--- config.mk ---
export PLATFORM = sky130hd
export DESIGN_NAME = mem_stage_lsu
export DESIGN_NICKNAME = d
export VERILOG_FILES = /design/src/rtl/lsu_pkg.sv /design/src/rtl/lsu_load_align.sv /design/src/rtl/mem_stage_lsu.sv
export SDC_FILE = /design/constraint.sdc
export NUM_CORES = 1
export LEC_CHECK = 0
export CAP_MARGIN = 10
export CORE_ASPECT_RATIO = 0.75
export CORE_UTILIZATION = 48
export CTS_CLUSTER_DIAMETER = 30
export DETAILED_ROUTE_END_ITERATION = 8
export PLACE_DENSITY_LB_ADDON = 0.1
export SYNTH_ARGS = -nofsm -noshare
export SYNTH_HDL_FRONTEND = slang
export SYNTH_HIERARCHICAL = 1
export SYNTH_SLANG_ARGS = --single-unit
--- constraint.sdc ---
create_clock -name clk -period 5.6 [get_ports clk]
set_input_delay 1.12 -clock clk [delete_from_list [all_inputs] [get_ports clk]]
set_output_delay 1.12 -clock clk [all_outputs]
set_load 0.05 [all_outputs]
--- src/rtl/lsu_pkg.sv ---
// lsu_pkg
//   Shared definitions for the MEM-stage load/store unit:
//   - RISC-V funct3 encodings for loads and stores
//   - the LSU FSM state type
//   - size_bytes(): access width in bytes for a funct3 code
package lsu_pkg;

  // Load encodings
  localparam logic [2:0] F3_LB  = 3'b000;
  localparam logic [2:0] F3_LH  = 3'b001;
  localparam logic [2:0] F3_LW  = 3'b010;
  localparam logic [2:0] F3_LD  = 3'b011;
  localparam logic [2:0] F3_LBU = 3'b100;
  localparam logic [2:0] F3_LHU = 3'b101;
  localparam logic [2:0] F3_LWU = 3'b110;

  // Store encodings
  localparam logic [2:0] F3_SB  = 3'b000;
  localparam logic [2:0] F3_SH  = 3'b001;
  localparam logic [2:0] F3_SW  = 3'b010;
  localparam logic [2:0] F3_SD  = 3'b011;

  typedef enum logic [1:0] {
    LSU_IDLE = 2'd0,
    LSU_BUSY = 2'd1,
    LSU_DONE = 2'd2
  } lsu_state_e;

  // The low two funct3 bits encode log2 of the access size for loads
  // and stores alike; bit 2 only selects zero-extension.
  function automatic logic [3:0] size_bytes(input logic [2:0] f3);
    logic [3:0] sz;
    case (f3[1:0])
      2'b00:   sz = 4'd1;
      2'b01:   sz = 4'd2;
      2'b10:   sz = 4'd4;
      default: sz = 4'd8;
    endcase
    return sz;
  endfunction

endpackage

--- src/rtl/lsu_load_align.sv ---
// lsu_load_align
//   Combinational load extractor. Shifts the addressed bytes of the
//   returned memory word down to bit 0 and sign- or zero-extends them
//   according to the load funct3.
// Ports:
//   rdata      in   XLEN    raw word from data memory
//   offset     in   OFF_W   byte offset of the access within the word
//   funct3     in   3       load size/signedness
//   load_data  out  XLEN    extended result
module lsu_load_align
  import lsu_pkg::*;
#(
  parameter int XLEN  = 32,
  parameter int OFF_W = 2
) (
  input  logic [XLEN-1:0]  rdata,
  input  logic [OFF_W-1:0] offset,
  input  logic [2:0]       funct3,
  output logic [XLEN-1:0]  load_data
);

  logic [XLEN-1:0] shifted;

  // Casting a $signed slice up to XLEN performs the sign extension, which
  // also keeps LW legal when XLEN is 32 (no zero-width replication).
  always_comb begin
    shifted = rdata >> {offset, 3'b000};
    case (funct3)
      F3_LB:   load_data = XLEN'($signed(shifted[7:0]));
      F3_LH:   load_data = XLEN'($signed(shifted[15:0]));
      F3_LW:   load_data = XLEN'($signed(shifted[31:0]));
      F3_LBU:  load_data = XLEN'(shifted[7:0]);
      F3_LHU:  load_data = XLEN'(shifted[15:0]);
      F3_LWU:  load_data = XLEN'(shifted[31:0]);
      F3_LD:   load_data = shifted;
      default: load_data = '0;
    endcase
  end

endmodule

--- src/rtl/mem_stage_lsu.sv ---
// mem_stage_lsu
//   Load/store unit for the MEM stage of the 5-stage RISC-V pipeline.
//   Converts EX/MEM load/store control into a req/ready data-memory
//   transaction, produces byte-lane enables and lane-replicated store
//   data, extracts and extends load data, and stalls the pipeline until
//   the access completes or times out.
//
//   Build option: define MISALIGN_TRAP_EN to trap misaligned accesses
//   (no memory request, one-cycle misalign pulse). Without it, misalign
//   stays 0 and the address is rounded down to the access size.
//
// Ports:
//   clk, rst          clock (rising edge), synchronous active-high reset
//   mem_read/write    load/store request from EX/MEM (both = store)
//   funct3            access size/signedness
//   alu_out_addr      effective byte address
//   rs2_data          store data, LSB aligned
//   stall             freeze IF..EX/MEM while high (combinational)
//   load_data         extended load result, valid with load_valid
//   load_valid        one-cycle pulse, load result ready
//   bus_err           one-cycle pulse, timeout or unsupported funct3
//   misalign          one-cycle pulse, misaligned access (trap build only)
//   dm_req/we/addr/wdata/byte_en   data-memory request, held until dm_ready
//   dm_ready, dm_rdata             data-memory handshake and read data
module mem_stage_lsu
  import lsu_pkg::*;
#(
  parameter int XLEN     = 32,
  parameter int ADDR_W   = 32,
  parameter int MAX_WAIT = 16
) (
  input  logic              clk,
  input  logic              rst,
  input  logic              mem_read,
  input  logic              mem_write,
  input  logic [2:0]        funct3,
  input  logic [ADDR_W-1:0] alu_out_addr,
  input  logic [XLEN-1:0]   rs2_data,
  output logic              stall,
  output logic [XLEN-1:0]   load_data,
  output logic              load_valid,
  output logic              bus_err,
  output logic              misalign,
  output logic              dm_req,
  output logic              dm_we,
  output logic [ADDR_W-1:0] dm_addr,
  output logic [XLEN-1:0]   dm_wdata,
  output logic [XLEN/8-1:0] dm_byte_en,
  input  logic              dm_ready,
  input  logic [XLEN-1:0]   dm_rdata
);

  localparam int NB    = XLEN / 8;
  localparam int OFF_W = $clog2(NB);
  localparam int CNT_W = (MAX_WAIT < 2) ? 1 : $clog2(MAX_WAIT + 1);
  localparam bit TIMEOUT_EN = (MAX_WAIT != 0);
  // Value held by the counter during the last BUSY cycle before abort.
  localparam logic [CNT_W-1:0] LAST_CNT = CNT_W'((MAX_WAIT > 0) ? MAX_WAIT - 1 : 0);

  lsu_state_e        state_q, state_d;
  logic [CNT_W-1:0]  cnt_q, cnt_d;
  logic [2:0]        f3_q, f3_d;
  logic [OFF_W-1:0]  off_q, off_d;
  logic              dm_req_q, dm_req_d;
  logic              dm_we_q, dm_we_d;
  logic [ADDR_W-1:0] dm_addr_q, dm_addr_d;
  logic [XLEN-1:0]   dm_wdata_q, dm_wdata_d;
  logic [NB-1:0]     dm_byte_en_q, dm_byte_en_d;
  logic [XLEN-1:0]   load_data_q, load_data_d;
  logic              load_valid_q, load_valid_d;
  logic              bus_err_q, bus_err_d;
  logic              misalign_q, misalign_d;

  logic              op_present;
  logic              supported;
  logic [OFF_W-1:0]  off_raw;
  logic [OFF_W-1:0]  size_mask;
  logic [OFF_W-1:0]  off_aligned;
  logic [NB-1:0]     byte_en_new;
  logic [XLEN-1:0]   wdata_new;
  logic [XLEN-1:0]   load_ext;

  lsu_load_align #(
    .XLEN  (XLEN),
    .OFF_W (OFF_W)
  ) u_load_align (
    .rdata     (dm_rdata),
    .offset    (off_q),
    .funct3    (f3_q),
    .load_data (load_ext)
  );

  assign op_present = mem_read | mem_write;
  assign stall      = ((state_q == LSU_IDLE) && op_present) || (state_q == LSU_BUSY);

  // Decode of the incoming request: lane enables, replicated write data
  // and whether funct3 is legal for this XLEN. A simultaneous read and
  // write is decoded as a store.
  always_comb begin
    off_raw     = alu_out_addr[OFF_W-1:0];
    size_mask   = OFF_W'(size_bytes(funct3) - 4'd1);
    off_aligned = off_raw & ~size_mask;

    case (funct3[1:0])
      2'b00: begin
        byte_en_new = NB'(1) << off_aligned;
        wdata_new   = {NB{rs2_data[7:0]}};
      end
      2'b01: begin
        byte_en_new = NB'(3) << off_aligned;
        wdata_new   = {(NB/2){rs2_data[15:0]}};
      end
      2'b10: begin
        byte_en_new = NB'(15) << off_aligned;
        wdata_new   = {(NB/4){rs2_data[31:0]}};
      end
      default: begin
        byte_en_new = '1;
        wdata_new   = rs2_data;
      end
    endcase

    supported = 1'b0;
    if (mem_write) begin
      case (funct3)
        F3_SB, F3_SH, F3_SW: supported = 1'b1;
        F3_SD:               supported = (XLEN == 64);
        default:             supported = 1'b0;
      endcase
    end else begin
      case (funct3)
        F3_LB, F3_LH, F3_LW, F3_LBU, F3_LHU: supported = 1'b1;
        F3_LD, F3_LWU:                       supported = (XLEN == 64);
        default:                             supported = 1'b0;
      endcase
    end
  end

  // Next-state logic. Pulse outputs and load_data default to 0 so they
  // are only non-zero in the DONE cycle; request outputs default to
  // holding their value so they stay stable through BUSY.
  always_comb begin
    state_d      = state_q;
    cnt_d        = cnt_q;
    f3_d         = f3_q;
    off_d        = off_q;
    dm_req_d     = dm_req_q;
    dm_we_d      = dm_we_q;
    dm_addr_d    = dm_addr_q;
    dm_wdata_d   = dm_wdata_q;
    dm_byte_en_d = dm_byte_en_q;
    load_data_d  = '0;
    load_valid_d = 1'b0;
    bus_err_d    = 1'b0;
    misalign_d   = 1'b0;

    case (state_q)
      LSU_IDLE: begin
        cnt_d = '0;
        if (op_present) begin
          f3_d  = funct3;
          off_d = off_aligned;
          if (!supported) begin
            bus_err_d = 1'b1;
            state_d   = LSU_DONE;
          end
`ifdef MISALIGN_TRAP_EN
          else if ((off_raw & size_mask) != '0) begin
            misalign_d = 1'b1;
            state_d    = LSU_DONE;
          end
`endif
          else begin
            dm_req_d     = 1'b1;
            dm_we_d      = mem_write;
            dm_addr_d    = {alu_out_addr[ADDR_W-1:OFF_W], {OFF_W{1'b0}}};
            dm_wdata_d   = wdata_new;
            dm_byte_en_d = byte_en_new;
            state_d      = LSU_BUSY;
          end
        end
      end

      // dm_ready wins over the timeout when both occur in the same cycle.
      LSU_BUSY: begin
        if (dm_ready) begin
          dm_req_d = 1'b0;
          cnt_d    = '0;
          state_d  = LSU_DONE;
          if (!dm_we_q) begin
            load_valid_d = 1'b1;
            load_data_d  = load_ext;
          end
        end else if (TIMEOUT_EN && (cnt_q == LAST_CNT)) begin
          dm_req_d  = 1'b0;
          bus_err_d = 1'b1;
          cnt_d     = '0;
          state_d   = LSU_DONE;
        end else begin
          cnt_d = cnt_q + CNT_W'(1);
        end
      end

      LSU_DONE: begin
        state_d = LSU_IDLE;
      end

      default: begin
        state_d = LSU_IDLE;
      end
    endcase
  end

  // State and output registers; reset abandons any access in flight.
  always_ff @(posedge clk) begin
    if (rst) begin
      state_q      <= LSU_IDLE;
      cnt_q        <= '0;
      f3_q         <= '0;
      off_q        <= '0;
      dm_req_q     <= 1'b0;
      dm_we_q      <= 1'b0;
      dm_addr_q    <= '0;
      dm_wdata_q   <= '0;
      dm_byte_en_q <= '0;
      load_data_q  <= '0;
      load_valid_q <= 1'b0;
      bus_err_q    <= 1'b0;
      misalign_q   <= 1'b0;
    end else begin
      state_q      <= state_d;
      cnt_q        <= cnt_d;
      f3_q         <= f3_d;
      off_q        <= off_d;
      dm_req_q     <= dm_req_d;
      dm_we_q      <= dm_we_d;
      dm_addr_q    <= dm_addr_d;
      dm_wdata_q   <= dm_wdata_d;
      dm_byte_en_q <= dm_byte_en_d;
      load_data_q  <= load_data_d;
      load_valid_q <= load_valid_d;
      bus_err_q    <= bus_err_d;
      misalign_q   <= misalign_d;
    end
  end

  assign dm_req     = dm_req_q;
  assign dm_we      = dm_we_q;
  assign dm_addr    = dm_addr_q;
  assign dm_wdata   = dm_wdata_q;
  assign dm_byte_en = dm_byte_en_q;
  assign load_data  = load_data_q;
  assign load_valid = load_valid_q;
  assign bus_err    = bus_err_q;
  assign misalign   = misalign_q;

endmodule

==> results_dict.tcl, run 1 <==
# metrics dict for downstream scripts
set metrics [dict create \
    worst-setup-path-type "in -> out" \
    tritoncts_num_sinks 114 \
    status "complete, but fails checks" \
    die_w_um 125 \
    edf_count 0 \
    fin_tns_setup_ps 0 \
    yosys-stat-cells 630 \
    grt_pass1_wl_mm 26.6 \
    hpwl_mm 11.4 \
    crit_arrival_ps 2840 \
    fin_nets 910 \
    grt_pass1_vias 5217 \
    power_density_nw_per_um2 336 \
    ff_type "dfxtp_1" \
    ys_seq_frac 0.418 \
    wl_met3_mm 1.71 \
    dp_slack_ps 1470 \
    drc 20 \
    portBuffers 206 \
    seqPwrFrac 0.336 \
    grtUsageTotal 0.283 \
    ys_ff 114 \
    p_leak_uw 0.00281 \
    numCtsBuffers 17 \
    max-cap-violations 0 \
    vias 5478 \
    netSwitchingFraction 0.319 \
    placed_area_um2 7400 \
    grt_max_degree 82 \
    intPower_uw 1840 \
    end_kind "primary output" \
    ys_area_um2 5460 \
    route.met2.wl_mm 7.94 \
    cts_hold_buffers 0 \
    syn_area_per_cell_um2 8.67 \
    cts_tree "done" \
    ant_nets 0 \
    report.power.total_uw 2700 \
    drt-initial-drc-count 439 \
    vias_per_cell 5.76 \
    cts_setup_buffers 0 \
    antenna_found_initial 0 \
    crit_required_ps 4480 \
    cts-resized-gates 0 \
    rsz0062_at_grt "no" \
    clock_path_buffers 2 \
    skew_ps 7.52 \
    violations "design-rule violations" \
    drt_first_pass_iters 7 \
    log.warning_count 31 \
    drive_gt1_frac 0.0937 \
    area_leaders "dfxtp_1 42%, a21oi_1 7.2%, o21ai_0 5.9%, a211oi_1 4.9%, nand3_1 4.9%" \
    grt_overflow 0 \
    peakVddDrop_mv 0.249 \
]
run 1: final cells by class:
class / count / area, µm² / share of cell area
multi-input cells: 441 / 2810 / 0.350
well taps: 140 / 175 / 0.0218
clock buffers: 19 / 453 / 0.0564
inverters: 13 / 48.8 / 0.00608
repair buffers: 211 / 2100 / 0.261
clock inverters: 13 / 159 / 0.0198
flip-flops and latches: 114 / 2280 / 0.284
run 1: cell families after synthesis:
group	count (synthesis)	synth area share
muxes	21	0.0419
other	1	0.000686
adders and majority gates	8	0.0183
buffers and inverters	77	0.0721
and+or+nand+nor	162	0.164
DFF	114	0.418
AOI/OAI and AO/OA	247	0.285
run 1: critical path, cell delays in order:
cell and delay, ps:
clkdlybuf4s50_1 560, nor2_1 140, a21oi_1 190, clkdlybuf4s50_1 840
run 1: power groups by stage:
stage,Combinational (µW),Sequential [µW],Clock (µW)
floorplan,286,1080,0
CTS,676,906,1120
detailed placement,672,922,0
global placement,665,919,0
global route,724,913,1160
finish,682,907,1110
run 1: per-layer routing:
layer  vias up  global-route usage
met4         0              0.0955
met5         -                   0
met1      2605               0.356
met3        25              0.0946
met2       238               0.459
li1       2610                   -
run 1: synthesized netlist by cell type (8+ instances only):
cell type and instances:
a211oi_1 36, a21oi_1 79, a21oi_2 10, a22oi_1 18
and2_1 33, buf_2 21, clkbuf_1 27, dfxtp_1 114
ha_1 8, inv_1 13, mux2i_1 18, nand2_1 24
nand3_1 53, nor2_1 18, nor2b_1 12, o21ai_0 64
o21ai_2 10, o22ai_1 15
run 1: path summary, 6_finish.rpt:
kind,from,end,cells past startpoint
setup / recovery,mem_write,stall,4
hold / removal,dm_addr[27],dm_addr[27],2
setup reg to reg,state_q[1],dm_wdata[14],3
hold reg to reg,dm_addr[27],dm_addr[27],2
run 1: state kept, by name, summed over array words and instances, names as in the netlist:
| signal | count |
|---|---|
| load_data | 32 |
| bus_err | 1 |
| dm_req | 1 |
| dm_byte_en | 4 |
| load_valid | 1 |
| dm_addr | 30 |
| state_q | 2 |
| off_q | 2 |
| f3_q | 3 |
| dm_wdata | 32 |
| cnt_q | 5 |
| dm_we | 1 |
run 1: per-stage QoR:
step	hold slack (ps)	std cells	util
floorplan	437	632	-
global placement	452	918	0.672
detailed placement	458	918	0.672
CTS	467	950	0.727
global route	481	951	0.728
finish	463	951	0.728
run_1/zoom.png
Window x 43 to 83, y 8 to 48 µm. Cells in grey, sequential cells in the stronger grey; small squares are vias.
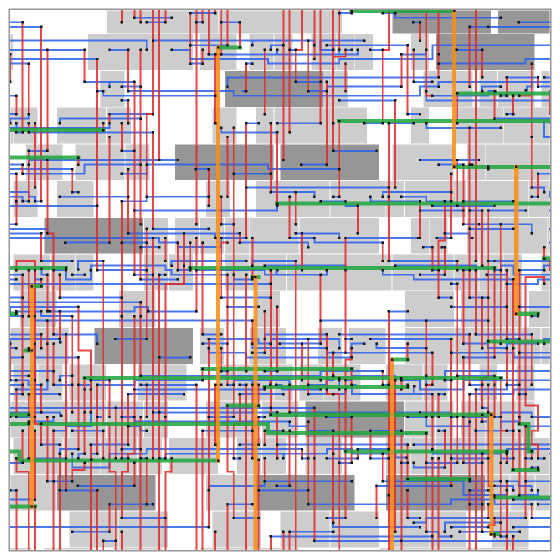
legend:
  met1:
    colour: blue
  met2:
    colour: red
  met4:
    colour: orange
  met3:
    colour: green
netlist names of flops here include: `dm_wdata` (6), `cnt_q` (3), `f3_q` (2)
most frequent: a21oi_1 (18), clkdlybuf4s50_1 (18), a22oi_1 (17)
sequential cells in the window: 12
cells with their middle in the window: 139

run_1/metal_stack.png
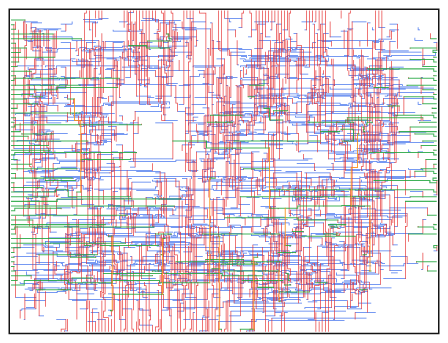
legend:
  met3:
    colour: green
    wire_length: 1710 µm
  met4:
    colour: orange
    wire_length: 225 µm
  met2:
    colour: red
    wire_length: 7940 µm
  met1:
    colour: blue
    wire_length: 7090 µm
final wirelength: 17.0 mm
wire per inst: 17.8 µm

run_1/final_placement.png
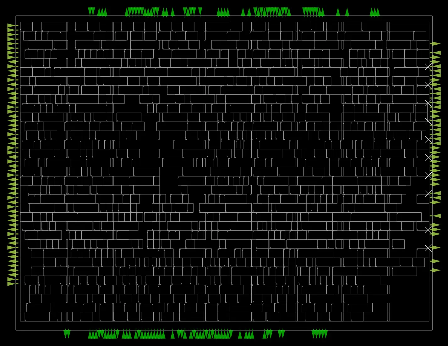
fillers: 824
final core utilization: 0.728
Seq area share: 0.284
Layout Cells excl Fill: 951
core footprint: 11000 µm²

==> run 1 -> run 2 <==
CORE_UTILIZATION = 44   (was 48)
clock period = 4.1 ns   (was 5.6 ns; I/O delays follow)
run_2/metal_stack.png
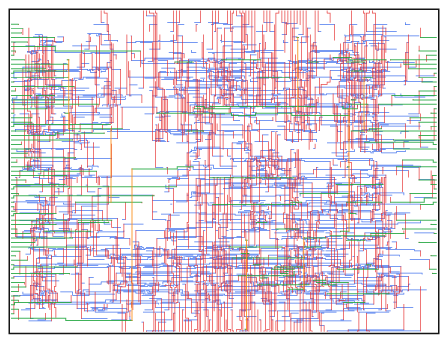
legend:
  met1:
    colour: blue
    wire_length: 7410 µm
  met4:
    colour: orange
    wire_length: 209 µm
  met2:
    colour: red
    wire_length: 7540 µm
  met3:
    colour: green
    wire_length: 1620 µm
wire per inst: 17.2 µm
gr usage total: 0.264
final wirelength: 16.8 mm

==> run 2 against run 1 <==
- the run now ends clean
- clock-buffer cell count up 3
- wire length down 1.1%
- setup slack worse by 880 ps
- non-clock buffer count up 4
- via count down 0.42%
- first-iteration DRC count down 22%
- critical path depth unchanged
- core utilization down 4.2 points
- sequential power up 37%
- die size up 8.9%
- combinational power up 38%
- sequential cell count unchanged
- largest cell class unchanged
- largest power group unchanged
==> results_dict.tcl, run 2 <==
# metrics dict for downstream scripts
set metrics [dict create \
    cts_hold_buffers 0 \
    path_clk_slew_ps 50 \
    numCtsBuffers 17 \
    drv_slew 0 \
    ant_nets 0 \
    finalHoldViolCount 0 \
    status "finished clean" \
    cp_max_fo 5 \
    max-cap-violations 0 \
    fin_crit_sh 0.815 \
    vias_per_cell 5.58 \
    log.warning_count 31 \
    maxSlewHeadroom 0.395 \
    clock_path_buffers 2 \
    reg2reg_depth 3 \
    die-height_um 98.5 \
    htree_levels 4 \
    hold_class "reg -> reg" \
    cts-resized-gates 0 \
    grt_overflow 0 \
    core-area_um2 11800 \
    ff_type "dfxtp_1" \
    drc 0 \
    hpwl_mm 11.7 \
    skew_ps 6.67 \
    slowest_stage "clkdlybuf4s50_1" \
    tightest_slew_ps 908 \
    most_common_cell "dfxtp_1" \
    ys_seq_frac 0.418 \
    syn_area_per_cell_um2 8.67 \
    p_leak_uw 0.00286 \
    rsz0062_at_grt "no" \
    peakVddDrop_mv 0.351 \
    yosys.area.top_type "dfxtp_1" \
    antenna_found_initial 1 \
    die_w_um 131 \
    stdcell_count 978 \
    cp_common_cell "clkdlybuf4s50_1" \
    grt_pass1_wl_mm 26.5 \
    grt_max_degree 82 \
    vias 5455 \
    yosys-stat-cells 630 \
    cts_setup_buffers 0 \
    area_leaders "dfxtp_1 42%, a21oi_1 7.2%, o21ai_0 5.9%, a211oi_1 4.9%, nand3_1 4.9%" \
    yosysTopAreaCellShare 0.418 \
    syn_inst 630 \
    dieArea_um2 12900 \
    end_kind "primary output" \
    common_cells "114 x dfxtp_1, 79 x a21oi_1, 64 x o21ai_0" \
    initCoreUtil 0.462 \
    crit_arrival_ps 2520 \
    portBuffers 206 \
    clock_latency_ps 400 \
    cp.depth 4 \
    postSynth.asyncResetShare 0 \
    drt-initial-drc-count 344 \
    syn_area_um2 5460 \
    crit_chain "clkdlybuf4s50_1, nor2_1, a21oi_1, clkdlybuf4s50_1" \
    tritoncts_num_sinks 114 \
    fin_nets 914 \
    edf_count 0 \
    setup_viol 0 \
    dpl.cell_count 945 \
    mostFrequentLayoutCell "clkdlybuf4s50_1" \
    final_cell_mix "205 x clkdlybuf4s50_1, 114 x dfxtp_1, 79 x a21oi_1, 64 x o21ai_0, 53 x nand3_1" \
    area_delta_synth_final_pct 48.5 \
    cts_tree "done" \
    ys_ff 114 \
    synth.distinct_cells 53 \
    crit_required_ps 3280 \
    crit_family "buffers and inverters" \
    slowest_delay_ps 830 \
    synth_warnings 6 \
    drive_gt1_frac 0.0957 \
    hold_depth 2 \
    fin_tns_setup_ps 0 \
    clockRootBuffer "clkbuf_16" \
    row_count 34 \
    min_period_ps 3340 \
    ys_area_um2 5460 \
    gp_congestion 0.958 \
    cp_num_buf_inv 2 \
    power_density_nw_per_um2 461 \
    fmax_ghz 0.299 \
    grt_pass1_vias 5240 \
    critPathLaunchType "input port" \
    drt_first_pass_iters 5 \
    worst-setup-path-type "in -> out" \
]
run_2/zoom.png
Window x 45 to 85, y 10 to 50 µm. Cells in grey, sequential cells in the stronger grey; small squares are vias.
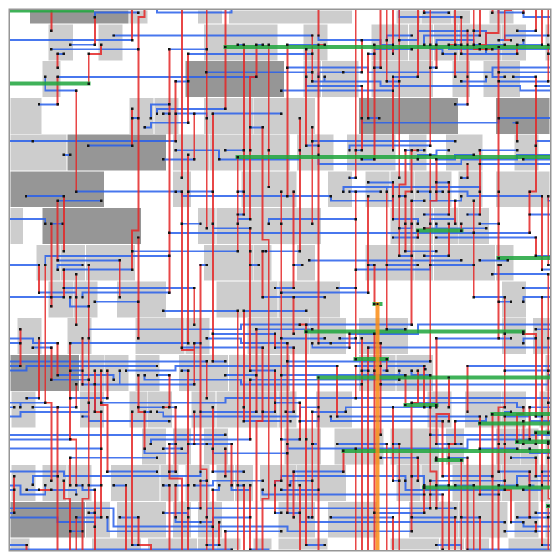
legend:
  met3:
    colour: green
  met4:
    colour: orange
  met1:
    colour: blue
  met2:
    colour: red
most frequent: o21ai_0 (20), clkdlybuf4s50_1 (18)
sequential cells in the window: 8
netlist names of flops here include: `dm_wdata` (5), `cnt_q` (2)
cells with their middle in the window: 124

## run 2: cell counts after synthesis
Identical to the previous run, type by type.
## run 2: path summary, 6_finish.rpt
check	from	endpoint	slack, ps
worst max-delay path	mem_write	stall	760
worst max register to register	state_q[1]	dm_byte_en[0]	1860
worst min register to register	dm_addr[27]	dm_addr[27]	470
worst min-delay path	dm_addr[27]	dm_addr[27]	470
## run 2: cells by family after synthesis
kind of cell    after synthesis  share of synthesized area
buf+inv                      77                     0.0721
flops                       114                      0.418
fa+ha+maj                     8                     0.0183
simple gates                162                      0.164
other cells                   1                   0.000686
compound gates              247                      0.285
mux                          21                     0.0419
## run 2: area by class of cell
type	instances	area [µm²]
repair buffers	215	2140
clock buffers	22	474
clock inverters	10	155
inverters	13	48.8
multi-input cells	441	2810
fillers	978	3710
well taps	162	203
diodes	1	2.50
flip-flops and latches	114	2280
## run 2: through the flow
stage          setup slack, ps  utilization  hold WS [ps]  instance area [µm²]  power (µW)
6_report                   759        0.686           467                 8110        3740
5_1_grt                    678        0.686           481                 8110        3890
4_1_cts                    771        0.686           468                 8110        3750
3_5_place_dp               602        0.633           455                 7480        2190
3_3_place_gp               762        0.633           451                 7480        2180
2_1_floorplan             1450            -           437                 5470        1870
## run 2: power by group
part	switching [µW]	internal, µW	total, µW
sequential	52.3	1180	1240
combinational	590	351	941
clock	502	1060	1560
total	1140	2590	3740
## run 2: worst min-delay path, cell delays in order, from the launching register on
cell,delay [ps]
dfxtp_1,310
o21ai_2,60
a21oi_2,50
## run 2: per-layer routing
| metal | vias up | global-route usage | part of all wire |
|---|---|---|---|
| li1 | 2623 | - | - |
| met1 | 2574 | 0.352 | 0.44 |
| met2 | 237 | 0.399 | 0.45 |
| met3 | 21 | 0.0890 | 0.097 |
| met4 | 0 | 0.0858 | 0.012 |
| met5 | - | 0 | 0 |
Power is estimated from default activity; no workload was simulated.
